### config.mk
export PLATFORM = sky130hd
export DESIGN_NAME = ram8_master
export DESIGN_NICKNAME = d
export VERILOG_FILES = /design/src/rtl/ram8_master.sv
export SDC_FILE = /design/constraint.sdc
export NUM_CORES = 1
export LEC_CHECK = 0
export CAP_MARGIN = 25
export CORE_ASPECT_RATIO = 1.25
export CORE_MARGIN = 4
export CORE_UTILIZATION = 33
export CTS_CLUSTER_DIAMETER = 120
export DETAILED_ROUTE_END_ITERATION = 12
export HOLD_SLACK_MARGIN = 0.12
export PLACE_DENSITY = 0.77
export SYNTH_ARGS = -nofsm -noshare
export SYNTH_HDL_FRONTEND = slang
export SYNTH_SLANG_ARGS = --single-unit
### constraint.sdc
create_clock -name clk -period 1.7 [get_ports clk]
set_input_delay 0.34 -clock clk [delete_from_list [all_inputs] [get_ports clk]]
set_output_delay 0.34 -clock clk [all_outputs]
set_load 0.005 [all_outputs]
### src/rtl/ram8_master.sv
// Burst initiator for the 8x16 synchronous RAM port. It accepts one write or read burst command,
// then steps the beats onto the RAM port, applying backpressure on write data and read responses.
module ram8_master #(
    parameter int unsigned DW = 16,
    parameter int unsigned AW = 3
) (
    input  logic          clk,
    input  logic          reset_n,
    input  logic          cmd_valid,
    output logic          cmd_ready,
    input  logic          cmd_we,
    input  logic [AW-1:0] cmd_addr,
    input  logic [AW-1:0] cmd_len,
    input  logic          wdata_valid,
    output logic          wdata_ready,
    input  logic [DW-1:0] wdata,
    output logic          rsp_valid,
    input  logic          rsp_ready,
    output logic [DW-1:0] rsp_data,
    output logic          busy,
    output logic          done,
    output logic [AW-1:0] mem_addr,
    output logic [DW-1:0] mem_wdata,
    output logic          mem_we,
    input  logic [DW-1:0] mem_rdata
);

    typedef enum logic [2:0] {
        StIdle,
        StWr,
        StRdIssue,
        StRdCap,
        StRdHold,
        StDone
    } state_e;

    state_e        state_q, state_d;
    logic [AW-1:0] addr_q, addr_d;
    logic [AW-1:0] cnt_q, cnt_d;
    logic [DW-1:0] rsp_data_q, rsp_data_d;
    logic          rsp_valid_q, rsp_valid_d;

    always_ff @(posedge clk) begin
        if (!reset_n) begin
            state_q     <= StIdle;
            addr_q      <= '0;
            cnt_q       <= '0;
            rsp_data_q  <= '0;
            rsp_valid_q <= 1'b0;
        end else begin
            state_q     <= state_d;
            addr_q      <= addr_d;
            cnt_q       <= cnt_d;
            rsp_data_q  <= rsp_data_d;
            rsp_valid_q <= rsp_valid_d;
        end
    end

    always_comb begin
        state_d     = state_q;
        addr_d      = addr_q;
        cnt_d       = cnt_q;
        rsp_data_d  = rsp_data_q;
        rsp_valid_d = rsp_valid_q;
        cmd_ready   = 1'b0;
        wdata_ready = 1'b0;
        mem_we      = 1'b0;
        unique case (state_q)
            StIdle: begin
                cmd_ready = 1'b1;
                if (cmd_valid) begin
                    addr_d  = cmd_addr;
                    cnt_d   = cmd_len;
                    state_d = cmd_we ? StWr : StRdIssue;
                end
            end
            StWr: begin
                wdata_ready = 1'b1;
                // Gating with reset_n keeps the RAM untouched on an aborting reset edge.
                mem_we      = wdata_valid & reset_n;
                if (wdata_valid) begin
                    if (cnt_q == '0) begin
                        state_d = StDone;
                    end else begin
                        addr_d = addr_q + 1'b1;
                        cnt_d  = cnt_q - 1'b1;
                    end
                end
            end
            StRdIssue: begin
                state_d = StRdCap;
            end
            StRdCap: begin
                rsp_data_d  = mem_rdata;
                rsp_valid_d = 1'b1;
                state_d     = StRdHold;
            end
            StRdHold: begin
                if (rsp_ready) begin
                    rsp_valid_d = 1'b0;
                    if (cnt_q == '0) begin
                        state_d = StDone;
                    end else begin
                        addr_d  = addr_q + 1'b1;
                        cnt_d   = cnt_q - 1'b1;
                        state_d = StRdIssue;
                    end
                end
            end
            StDone: begin
                state_d = StIdle;
            end
            default: begin
                state_d = StIdle;
            end
        endcase
    end

    assign busy      = (state_q != StIdle);
    assign done      = (state_q == StDone);
    assign mem_addr  = addr_q;
    assign mem_wdata = wdata;
    assign rsp_valid = rsp_valid_q;
    assign rsp_data  = rsp_data_q;

endmodule

run_1/density.png
Scale: 3 px per um. 7 x 8 tiles, from white (low) to dark blue (high), 0 to 100% covered.
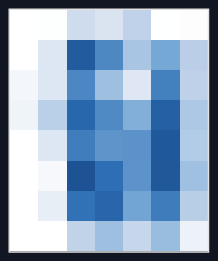
fullest tile = 86%
mean over tiles = 36%
emptiest ninth of the die = south-west
tiles over 75% full = 13%

run_1/pdn.png
Scale: 6 px per um. Pins as bars on the die edge.
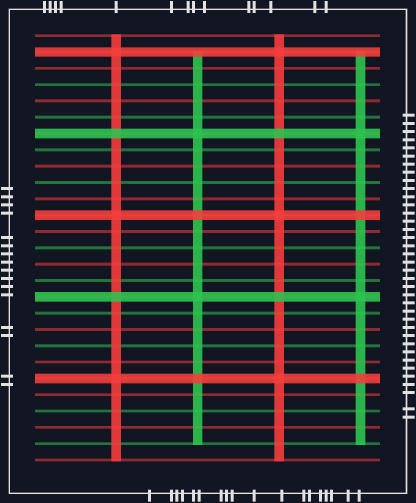
red -> VSS
green -> VDD
met1 rails = 27
rows = 26

run_1/final_congestion.png
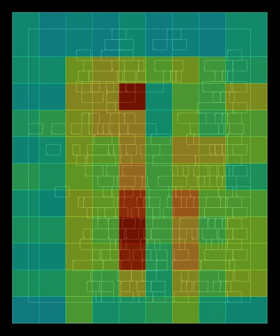
GR Layer Usage met1: 13.10%
met2 usage: 22.27%
fin util: 49.17%
WL/cell: 12.34 um

==> out/qor.txt, run 1 <==
run status: finished, final reports clean
DRT iter0 DRCs: 50
Reg clk slew, reported paths: 0.09 ns
via/cell ratio: 4.810
routed wl met2: 1674 um
Top-area cell share: 37.58%
Pre-Place Util: 34.06%
GRT overflow: 0
die x size: 65.95 um
Pleak: 0.0007351 uW
cell total in the yosys stat output: 173
final setup TNS: 0 ns
Reg power frac: 31.9%
ant diodes: 0
largest net degree at the start of global routing: 19
CTS tree: done
area grow syn2layout: 44.35%
count of library flops with an enable pin: 0
maxcap violations: 0
# fillers: 391
wl on met1: 1345 um
post-synthesis cell type count: 33
clock power share: 20.0%
DRC: 0
Max Fanout on Critical Path: 3
synth warn: 0
combinational cell fraction of total power: 48.1%
clk_lat worst skew: 0.27 ns
Placement Rows: 26
root buf cell: clkbuf_8
number of post-CTS setup repair buffers: 1
H-tree depth: 1
switch share: 34.01%
Reg area: 524.3 um2
Worst Tran Pin Value: 0.5160 ns
cell area after synthesis: 0.001385 mm2
cells on worst reg2reg path: 7
r2r endpoint: mem_addr[0]$_SDFFE_PN0P_
GR peak layer: met2
first-pass GRT wire length: 5237 um
Final Max Slew Viols: 0
Mapped Avg Cell Area: 8.006 um2
Critical Path Start: state_q[2]$_SDFFE_PN0P_
Total Wirelength: 3382 um
Resized Gates After CTS: 13
Hold Vio Cnt, Final: 0
GRT Total Usage: 12.34%
crit path time final: 1.602 ns
CTS max path bufs: 2
xor/xnor share: 1.174%
HPWL after detailed placement: 2578 um
Worst Hold Endpoint: rsp_data[1]$_SDFFE_PN0N_
most frequent cells in the layout: clkdlybuf4s50_1 (47), nand2_1 (39), a21oi_1 (24), dfxtp_1 (23), buf_4 (11)
final period utilization: 94.21%
initial antenna violation count: 0
Req. time, crit path: 1.36 ns
adder-cell share of the synthesized area: 2.710%
Cell Int Power: 1682 uW
via count: 1318
CP Launch Type: flop
Yosys Chip Area: 0.001385 mm2
reg-to-reg slack, setup: 0.1 ns
PwrDens: 1275 mW/mm2
register share after synthesis: 37.58%
Main synth FF type: dfxtp_1
Mapped Cells: 173
-- run 1: power by group through the flow --
stage                     Combinational (uW)  Clock, uW  Sequential [uW]
after floorplan                          764          0              813
after global placement                  1180          0              816
after detailed placement                1200          0              819
after CTS                               1220        524              811
after global routing                    1360        547              829
final                                   1230        510              813
-- run 1: critical path, cell delays in order (launching register included) --
cell and delay [ns]:
dfxtp_2 0.34, nand2b_1 0.16, nor2_2 0.13, and3_1 0.15, dlygate4sd2_1 0.22
-- run 1: worst max-delay path by stage --
stage / endpoint / slack, ns / cells after the start
floorplan: mem_addr[0]$_SDFFE_PN0P_ / 0.19 / 7
global placement: mem_we / -0.09 / 3
detailed placement: mem_we / -0.09 / 3
CTS: mem_addr[0]$_SDFFE_PN0P_ / 0.04 / 6
global route: mem_addr[0]$_SDFFE_PN0P_ / -0.0002 / 7
finish: mem_we / 0.1 / 4
-- run 1: flip-flops by register name, summed over array words and instances, names as in the netlist --
| name | cells |
|---|---|
| cnt_q | 3 |
| state_q | 3 |
| rsp_valid | 1 |
| rsp_data | 16 |
| mem_addr | 3 |
-- run 1: per-stage QoR --
| step | utilization (%) | area [um2] | power (uW) | cells |
|---|---|---|---|---|
| final | 49.17 | 1999 | 2549 | 274 |
| after global routing | 49.17 | 1999 | 2734 | 274 |
| after CTS | 48.98 | 1992 | 2552 | 274 |
| after detailed placement | 46.74 | 1901 | 2023 | 269 |
| after global placement | 46.74 | 1901 | 1997 | 269 |
| after floorplan | - | 1385 | 1577 | 173 |
-- run 1: final cells by class --
type	count	share of cell area, %
flip-flops and latches	26	26.22
clock buffers	3	2.065
well taps	56	3.504
multi-input cells	116	34.04
repair buffers	66	31.54
inverters	6	1.126
clock inverters	1	1.502
run_1/clock_map.png
Scale: 8 px per um.
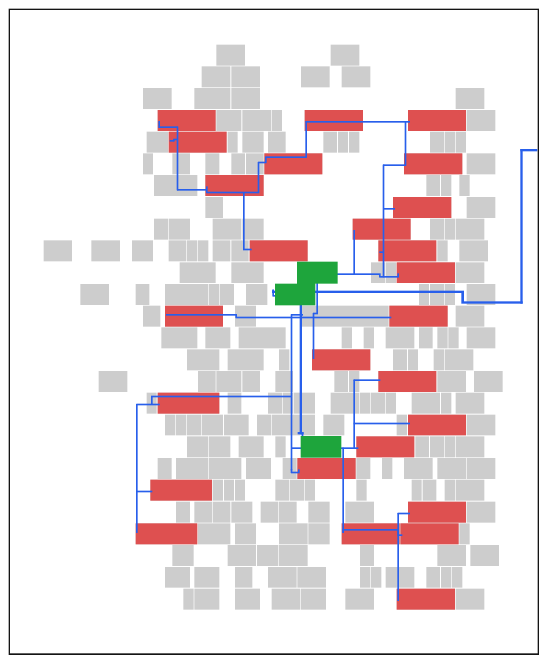

--- run 2 (diff from run 1) ---
Settings changed: CORE_ASPECT_RATIO 1.25 to 1.75, SKIP_CTS_REPAIR_TIMING from default to 1.
run_2/clock_map.png
Scale: 8 px per um.
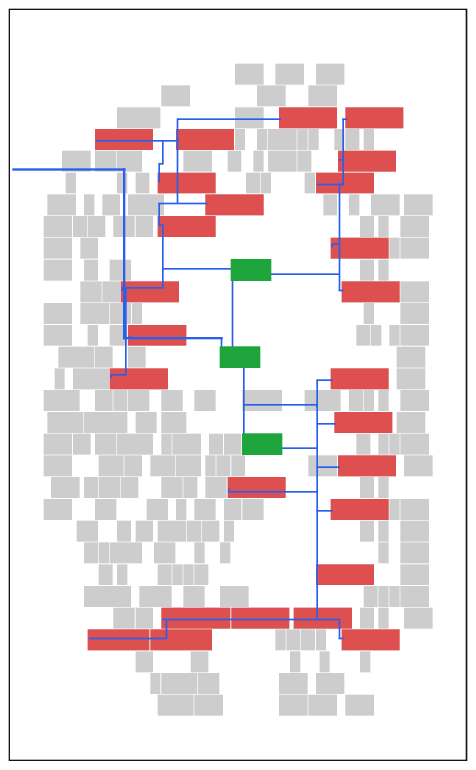
green -> cells driving clock nets  # count 3
blue -> clock wires  # length 300 um
red -> flip-flops  # count 26
routed clock nets = 4

==> out/qor.txt, run 2 <==
Total Wirelength: 3209 um
router iterations before antenna repair: 4
DRT iter0 DRCs: 26
post-synthesis cell type count: 33
# fillers: 390
hold_ws: 0.4553 ns
Max stage delay on crit path: 0.34 ns
# clock sinks: 26
Net Count, Synth: 220
critical path's top delay family: simple AND/OR/NAND/NOR gates
num ports: 85
number of global-route vias before repair: 1288
Largest cells by area: dfxtp_1 (38%), nand2_1 (11%), buf_4 (9.8%)
Synth Register Bits: 26
Worst path slowest cell: dfxtp_2
reg-to-reg slack, setup: 0.11 ns
GRT overflow: 0
r2r endpoint: mem_addr[0]$_SDFFE_PN0P_
total CTS buffers: 3
hold path depth: 2
crit path time final: 1.615 ns
Cells after DPL: 263
crit path cell chain: nand2b_1, nor2_2, buf_4, and3_1, dlymetal6s2s_1
Comb group: 1250 uW
via count: 1295
Yosys Chip Area: 0.001385 mm2
Layout Nets: 269
register share after synthesis: 37.58%
Post-Route Skew: 0.003415 ns
Reg power frac: 33.5%
die area: 0.005339 mm2
Pleak: 0.0007946 uW
post-synthesis async set-or-reset flop share: 0%
seq pwr: 821 uW
die x size: 56.98 um
most frequent cells in the layout: clkdlybuf4s50_1 (47), nand2_1 (39), a21oi_1 (24), dfxtp_1 (23), buf_4 (16)
largest net degree at the start of global routing: 18
cell total in the yosys stat output: 173
Reg area: 526.8 um2
Top-area cell share: 37.58%
Worst Tran Pin Value: 0.5041 ns
Buf/Inv on CP: 2
VDD IR max: 0.6751 mV
OpenROAD warning count: 27
Placement Rows: 30
final non-filler cell total: 269
clk_lat worst skew: 0.26 ns
share of layout cells above drive strength 1: 14.48%
Req. time, crit path: 1.36 ns
Non-Filler Cell Area, Final: 0.002001 mm2
DRT antenna net count: 0
top cells by count: nand2_1 (39), dfxtp_1 (26), a21oi_1 (24), buf_4 (18)
cells on worst reg2reg path: 7
reg2reg start: cnt_q[0]$_SDFFE_PN0P_
CTS tree: done
Mapped Cells: 173
Pre-Place Util: 34.81%
synth warn: 0
combinational cell fraction of total power: 51.0%
Final Max Slew Viols: 0
die height: 93.71 um
first-pass GRT wire length: 5257 um
core region area: 0.003979 mm2
WL/cell: 11.93 um
Yosys top cell by instances: nand2_1
net switching power: 851.4 uW
GRT Total Usage: 11.87%
Worst Hold Endpoint: rsp_data[3]$_SDFFE_PN0N_
tally of buffers added on design ports: 52
Gate Area: 671.9 um2
Placed Area: 0.001906 mm2
clock power share: 15.6%
CP Capture Type: primary output
HP Start: rsp_data[3]$_SDFFE_PN0N_
area grow syn2layout: 44.44%
run status: finished, final reports clean
final period utilization: 94.98%
Hold Crit Class: flop to flop
fin util: 50.28%
ant diodes: 0
count of library flops with an enable pin: 0
Commonest Layout Cell: clkdlybuf4s50_1
leading area contributor after synthesis: dfxtp_1
H-tree depth: 1
root buf cell: clkbuf_8
Clock net power: 382 uW
max FFs per register: 16
maxcap violations: 0
Mapped Avg Cell Area: 8.006 um2
Cell Int Power: 1602 uW
Final setup viols: 0
DRC: 0
initial antenna violation count: 0
critical path class: flop to primary output
Max Fanout on Critical Path: 4
fmax: 0.6194 GHz
HPWL after detailed placement: 2574 um
Main synth FF type: dfxtp_1
CP Launch Type: flop
cell area after synthesis: 0.001385 mm2
via/cell ratio: 4.814
CTS max path bufs: 2
Reg clk slew, reported paths: 0.08 ns
switch share: 34.70%
Hold Vio Cnt, Final: 0
Crit path arrival time: 1.27 ns
final setup TNS: 0 ns
PwrDens: 1226 mW/mm2
Rel. slew slack: 66.31%
GPL Wtd Cong: 0.8250
Top pwr grp: combinational logic
run 2: cell counts after synthesis:
Identical to the previous run, type by type.
run 2: through the flow:
step | worst slack, ns | power, uW
floorplan | 0.1854 | 1577
global placement | -0.09994 | 2036
detailed placement | -0.1108 | 2066
CTS | -0.2524 | 2460
global route | -0.001392 | 2661
finish | 0.08542 | 2454
run 2: area by class of cell:
class                      count  share of cell area [%]
sequential                    26                   26.33
clock buffer                   4                   2.752
multi-input combinational    116                   33.58
timing repair buffer          69                   33.21
tap                           48                   3.002
inverter                       6                   1.126
run 2: worst max-delay path by stage:
stage                            start                       end  slack, ns  cells after the start
2_1_floorplan    cnt_q[0]$_SDFFE_PN0P_  mem_addr[0]$_SDFFE_PN0P_       0.19                      7
3_3_place_gp                   reset_n                    mem_we       -0.1                      3
3_5_place_dp                   reset_n                    mem_we      -0.11                      3
4_1_cts        state_q[2]$_SDFFE_PN0P_                    mem_we      -0.25                      4
5_1_grt          cnt_q[0]$_SDFFE_PN0P_  mem_addr[0]$_SDFFE_PN0P_     -0.001                      7
6_report       state_q[2]$_SDFFE_PN0P_                    mem_we       0.09                      5
run 2: cell families (layout without fill, tap and decap cells):
family,after synthesis,after routing,synth area share (%)
compound gates,47,47,21.68
xor+xnor,1,1,1.175
fa+ha+maj,3,3,2.710
buf+inv,31,79,14.09
flops,26,26,37.58
mux,3,3,2.168
simple gates,62,62,20.60
run 2: tightest hold or removal path, cell delays in order (launching register included):
cell and delay (ns):
dfxtp_1 0.31, nand2_1 0.05, a21oi_1 0.05
run 2: routing by layer:
metal,wire length [um],vias to the layer above,GRT usage (%)
met5,0,-,0
met1,1203,584,11.18
met4,36,0,4.642
met3,229,6,1.513
met2,1740,36,24.43
li1,-,669,-
Power is estimated from default activity; no workload was simulated.
